--- config.mk ---
export PLATFORM = sky130hd
export DESIGN_NAME = fifo_wr_arbiter
export DESIGN_NICKNAME = d
export VERILOG_FILES = /design/src/rtl/fifo_arb_pkg.sv /design/src/rtl/rr_priority_sel.sv /design/src/rtl/fifo_wr_arbiter.sv
export SDC_FILE = /design/constraint.sdc
export NUM_CORES = 1
export LEC_CHECK = 0
export CORE_MARGIN = 5
export CORE_UTILIZATION = 38
export CTS_CLUSTER_SIZE = 12
export DETAILED_ROUTE_END_ITERATION = 10
export PLACE_DENSITY_LB_ADDON = 0.25
export SLEW_MARGIN = 20
export SYNTH_ARGS = -nofsm -noshare
export SYNTH_HDL_FRONTEND = slang
export SYNTH_SLANG_ARGS = --single-unit
--- constraint.sdc ---
create_clock -name clk -period 3.2 [get_ports clk]
set_input_delay 0.64 -clock clk [delete_from_list [all_inputs] [get_ports clk]]
set_output_delay 0.64 -clock clk [all_outputs]
set_load 0.05 [all_outputs]
--- src/rtl/fifo_arb_pkg.sv ---
// Shared types, default constants and the round-robin pick helper for the
// FIFO write-port arbiter.
package fifo_arb_pkg;

  typedef enum logic {
    IDLE  = 1'b0,
    GRANT = 1'b1
  } arb_state_t;

  localparam int DEF_NUM_REQ   = 4;
  localparam int DEF_DATA_W    = 8;
  localparam int DEF_MAX_BURST = 8;

  // The helper works on vectors sized for the largest supported arbiter;
  // callers zero-extend their request vector and pointer.
  localparam int RR_MAX_REQ  = 16;
  localparam int RR_MAX_ID_W = 4;

  // Index of the first set request bit at or after ptr, wrapping modulo
  // num_req. Returns 0 when no bit is set; callers qualify with |req.
  function automatic logic [RR_MAX_ID_W-1:0] rr_pick(
    input logic [RR_MAX_REQ-1:0]  req,
    input logic [RR_MAX_ID_W-1:0] ptr,
    input int                     num_req
  );
    logic [RR_MAX_ID_W-1:0] win;
    logic                   found;
    int                     idx;
    win   = '0;
    found = 1'b0;
    for (int k = 0; k < RR_MAX_REQ; k++) begin
      if (k < num_req) begin
        idx = int'(ptr) + k;
        if (idx >= num_req) idx = idx - num_req;
        if (!found && req[idx[RR_MAX_ID_W-1:0]]) begin
          found = 1'b1;
          win   = idx[RR_MAX_ID_W-1:0];
        end
      end
    end
    return win;
  endfunction

endpackage

--- src/rtl/rr_priority_sel.sv ---
// Combinational round-robin selector: first asserted request at or after the
// start pointer, wrapping around the request vector.
module rr_priority_sel
  import fifo_arb_pkg::*;
#(
  parameter int NUM_REQ = DEF_NUM_REQ,
  parameter int ID_W    = $clog2(NUM_REQ)
) (
  input  logic [NUM_REQ-1:0] i_req,
  input  logic [ID_W-1:0]    i_ptr,
  output logic [ID_W-1:0]    o_idx,
  output logic               o_found
);

  logic [RR_MAX_REQ-1:0]  w_req_ext;
  logic [RR_MAX_ID_W-1:0] w_ptr_ext;
  logic [RR_MAX_ID_W-1:0] w_pick;
  logic                   w_unused_pick;

  // Zero-extend the request vector and pointer to the helper's fixed width.
  always_comb begin
    w_req_ext              = '0;
    w_req_ext[NUM_REQ-1:0] = i_req;
    w_ptr_ext              = '0;
    w_ptr_ext[ID_W-1:0]    = i_ptr;
  end

  assign w_pick        = rr_pick(w_req_ext, w_ptr_ext, NUM_REQ);
  assign o_idx         = w_pick[ID_W-1:0];
  assign o_found       = |i_req;
  assign w_unused_pick = ^w_pick;

endmodule

--- src/rtl/fifo_wr_arbiter.sv ---
// Round-robin arbiter sharing the single async-FIFO write port among
// NUM_REQ write-domain requesters. A grant lasts until the requester's last
// beat or MAX_BURST beats, and one IDLE cycle separates consecutive grants.
//
// Handshake: a beat moves when req_valid[g] & req_ready[g] are both high on
// a rising clk edge. req_ready[g] depends only on the grant and fifo_full,
// never on req_valid. Once a requester raises req_valid it must hold it,
// together with its data and last, until the beat is accepted.
module fifo_wr_arbiter
  import fifo_arb_pkg::*;
#(
  parameter int NUM_REQ   = DEF_NUM_REQ,
  parameter int DATA_W    = DEF_DATA_W,
  parameter int MAX_BURST = DEF_MAX_BURST,
  parameter int ID_W      = $clog2(NUM_REQ)
) (
  input  logic                      clk,
  input  logic                      reset_n,
  input  logic [NUM_REQ-1:0]        req_valid,
  input  logic [NUM_REQ-1:0]        req_last,
  input  logic [NUM_REQ*DATA_W-1:0] req_data,
  output logic [NUM_REQ-1:0]        req_ready,
  input  logic                      fifo_full,
  output logic                      fifo_wr_en,
  output logic [DATA_W-1:0]         fifo_wr_data,
  output logic                      grant_valid,
  output logic [ID_W-1:0]           grant_id,
  output arb_state_t                o_dbg_state
);

  localparam int CNT_W = $clog2(MAX_BURST + 1);

  arb_state_t       r_state;
  arb_state_t       w_state_nxt;
  logic [ID_W-1:0]  r_rr_ptr;
  logic [ID_W-1:0]  r_grant_id;
  logic [CNT_W-1:0] r_beat_cnt;

  logic [ID_W-1:0]   w_win;
  logic              w_found;
  logic              w_g_valid;
  logic              w_g_last;
  logic [DATA_W-1:0] w_g_data;
  logic              w_xfer;
  logic              w_burst_end;

  rr_priority_sel #(
    .NUM_REQ (NUM_REQ),
    .ID_W    (ID_W)
  ) u_sel (
    .i_req   (req_valid),
    .i_ptr   (r_rr_ptr),
    .o_idx   (w_win),
    .o_found (w_found)
  );

  assign w_g_valid   = req_valid[r_grant_id];
  assign w_g_last    = req_last[r_grant_id];
  assign w_g_data    = req_data[r_grant_id*DATA_W +: DATA_W];
  assign w_xfer      = (r_state == GRANT) && w_g_valid && !fifo_full;
  assign w_burst_end = (r_beat_cnt == CNT_W'(MAX_BURST - 1));

  // FSM state register.
  always_ff @(posedge clk or negedge reset_n) begin
    if (!reset_n) r_state <= IDLE;
    else          r_state <= w_state_nxt;
  end

  // Next state and the combinational write-port outputs.
  always_comb begin
    w_state_nxt  = r_state;
    req_ready    = '0;
    fifo_wr_en   = 1'b0;
    fifo_wr_data = '0;
    case (r_state)
      IDLE: begin
        if (w_found) w_state_nxt = GRANT;
      end
      GRANT: begin
        req_ready[r_grant_id] = !fifo_full;
        fifo_wr_en            = w_xfer;
        if (w_xfer) fifo_wr_data = w_g_data;
        if (w_xfer && (w_g_last || w_burst_end)) w_state_nxt = IDLE;
      end
      default: w_state_nxt = IDLE;
    endcase
  end

  // Grant bookkeeping: latch the winner and advance the pointer past it;
  // count accepted beats within the grant.
  always_ff @(posedge clk or negedge reset_n) begin
    if (!reset_n) begin
      r_rr_ptr   <= '0;
      r_grant_id <= '0;
      r_beat_cnt <= '0;
    end else if (r_state == IDLE) begin
      if (w_found) begin
        r_grant_id <= w_win;
        r_rr_ptr   <= (w_win == ID_W'(NUM_REQ - 1)) ? '0 : w_win + 1'b1;
        r_beat_cnt <= '0;
      end
    end else if (w_xfer) begin
      r_beat_cnt <= r_beat_cnt + 1'b1;
    end
  end

  assign grant_valid = (r_state == GRANT);
  assign grant_id    = r_grant_id;
  assign o_dbg_state = r_state;

endmodule

Run 1, the metal 1 layer:
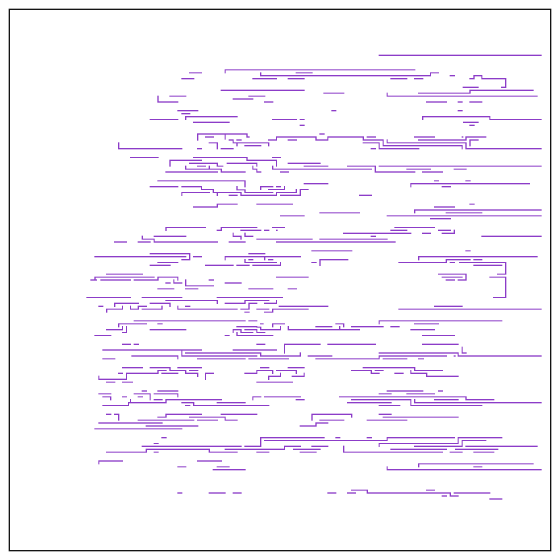
longest straight run: 22.1 um
main direction: horizontal
wire length on this layer: 1490 um
share of all routed wire: 45%
nets with wire on the layer: 187
M1 GR Usage: 0.225
routed vias: 1078
WL final: 3330 um

Run 1, metal 2:
Cells faint in the background.
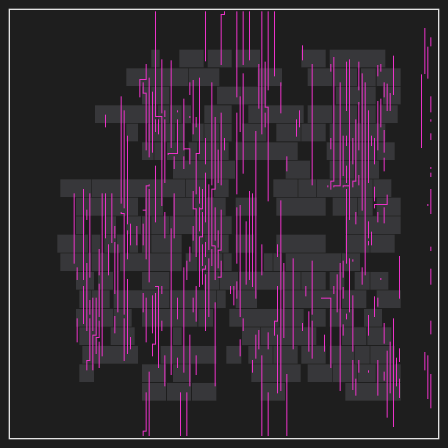
longest straight run: 28.2 um
share of all routed wire: 47%
wire length on this layer: 1570 um
met2 usage: 0.273

Run 1, local utilization:
The die is cut into 6 by 6 equal tiles; white is low, dark blue is high, 0 to 100% covered.
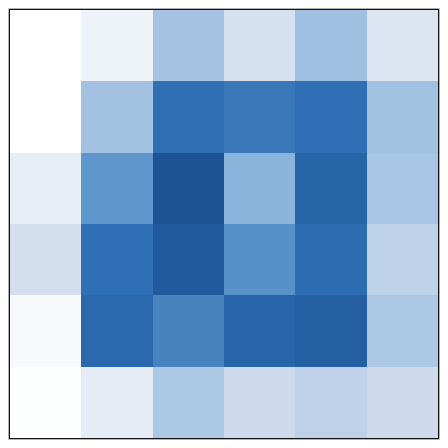
mean over tiles: 42%
tiles over 75% full: 19%
fullest tile: 86%
densest ninth of the die: center
emptiest ninth of the die: north-west
nearly empty tiles: 8.3%
final core utilization: 0.633
CORE AREA: 2710 um^2
FP Util: 0.392

==> flow_metrics.env, run 1 <==
# source this file to load flow results
export IMPL_netlist_area_um2=1060
export IMPL_cts_setup_buffers=0
export IMPL_grt_max_degree=17
export IMPL_min_to="r_beat_cnt[0]"
export IMPL_fin_ws_ps=329
export IMPL_power_mw=1.46
export IMPL_drc=0
export IMPL_grt_pass1_wl_um=5550
export IMPL_status="complete, no violations"
export IMPL_chipArea_um2=3960
export IMPL_bufAreaShareNonClock=0.364
export IMPL_vias_per_cell=5.53
export IMPL_internal_power_uw=726
export IMPL_logic_area_um2=782
export IMPL_top_logic_kind="multiplexers"
export IMPL_min_path_cells=1
export IMPL_globalplace_congestion=0.797
export IMPL_pg_clk_uw=90.9
export IMPL_final_area_um2=1710
export IMPL_grt_overflow_total=0
export IMPL_clk_path_buf_depth=2
export IMPL_vdd_ir_drop_max_mv=0.524
export IMPL_ff_type="dfrtp_1"
export IMPL_area_leaders="mux4_2 (28%), dfrtp_1 (21%), and3_1 (7.1%)"
export IMPL_comb_power_mw=1.13
export IMPL_antenna_found_initial=0
export IMPL_synth_top_area_share=0.275
export IMPL_timing_fmax_mhz=348
export IMPL_postPlaceCellArea_um2=1690
export IMPL_fillers=218
export IMPL_numCtsBuffers=3
run 1: synth_stat cells, types with 2 or more instances:
master	n
dfrtp_1	9
a31oi_1	2
nand2_1	9
ha_1	6
o21ai_0	3
o21ai_1	5
mux2i_1	2
clkbuf_1	2
buf_4	2
mux4_2	13
nand3_1	2
and3_1	12
inv_1	4
and2b_1	2
nor2_1	7
buf_2	3
a21oi_1	2
run 1: layer usage:
| layer | routed length, um | vias up | GRT usage |
|---|---|---|---|
| met5 | 0 | - | 0 |
| met4 | 0 | 0 | 0.0398 |
| met3 | 275 | 0 | 0.0414 |
| met2 | 1570 | 50 | 0.273 |
| met1 | 1490 | 511 | 0.225 |
| li1 | - | 517 | - |
## Run 2: what changed since run 1
ABC_AREA = 0   (was unset)
Run 2, metal 2:
Cells faint in the background.
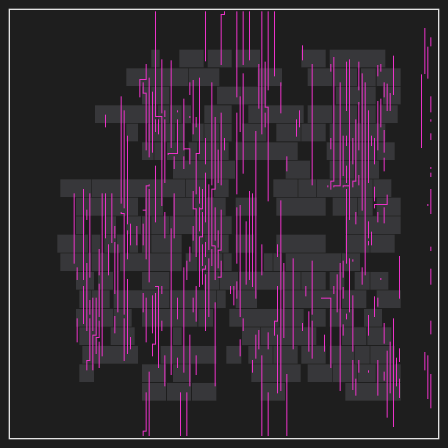
nets with wire on the layer: 182
share of all routed wire: 47%
wire length on this layer: 1570 um
longest straight run: 28.2 um
main direction: vertical

==> run 2 against run 1 <==
Compared with the run above:
- wire length stayed put
- total power stayed put
- hold slack stayed put
- area after synthesis stayed put
- critical path depth stayed put
- synthesized cell count stayed put
- clock power hardly changed
- first-iteration DRC count stayed put
- sequential cell count stayed put
- critical path type unchanged
==> flow_metrics.env, run 2 <==
# source this file to load flow results
export IMPL_internal_power_uw=726
export IMPL_globalplace_congestion=0.797
export IMPL_coreArea_um2=2710
export IMPL_bufAreaShareNonClock=0.364
export IMPL_pg_clk_uw=90.9
export IMPL_vdd_ir_drop_max_mv=0.524
export IMPL_final_area_um2=1710
export IMPL_met1_usage=0.225
export IMPL_grt_pass1_wl_um=5550
export IMPL_area_leaders="mux4_2 (28%), dfrtp_1 (21%), and3_1 (7.1%)"
export IMPL_power_mw=1.46
export IMPL_drc=0
export IMPL_vias_per_cell=5.53
export IMPL_wl_met3_um=275
export IMPL_grt_overflow_total=0
export IMPL_fillers=218
export IMPL_grt_use_met3=0.0414
export IMPL_grt_max_degree=17
export IMPL_status="complete, no violations"
export IMPL_dr_max_layer_used="met3"
export IMPL_min_path_cells=1
## run 2: cell counts after synthesis
No cell type changed its count.
## run 2: cell families after synthesis
| group | share of synthesized area |
|---|---|
| AND/OR/NAND/NOR | 0.229 |
| AND-OR/OR-AND | 0.122 |
| adder cells (fa/ha/maj) | 0.0706 |
| flip-flops | 0.212 |
| buffers and inverters | 0.0529 |
| XOR/XNOR | 0.00824 |
| multiplexers | 0.305 |
## run 2: final timing paths
kind	start	slack, ps	endpoint
min	r_beat_cnt[0]	540	r_beat_cnt[0]
max in group asynchronous	reset_n	2210	r_beat_cnt[3]
max	req_valid[2]	330	fifo_wr_data[3]
min in group asynchronous	reset_n	690	r_rr_ptr[0]
max reg2reg	r_rr_ptr[1]	770	r_rr_ptr[0]
min reg2reg	r_beat_cnt[0]	540	r_beat_cnt[0]
No activity file was given, so power comes from the tool's default toggle rates.
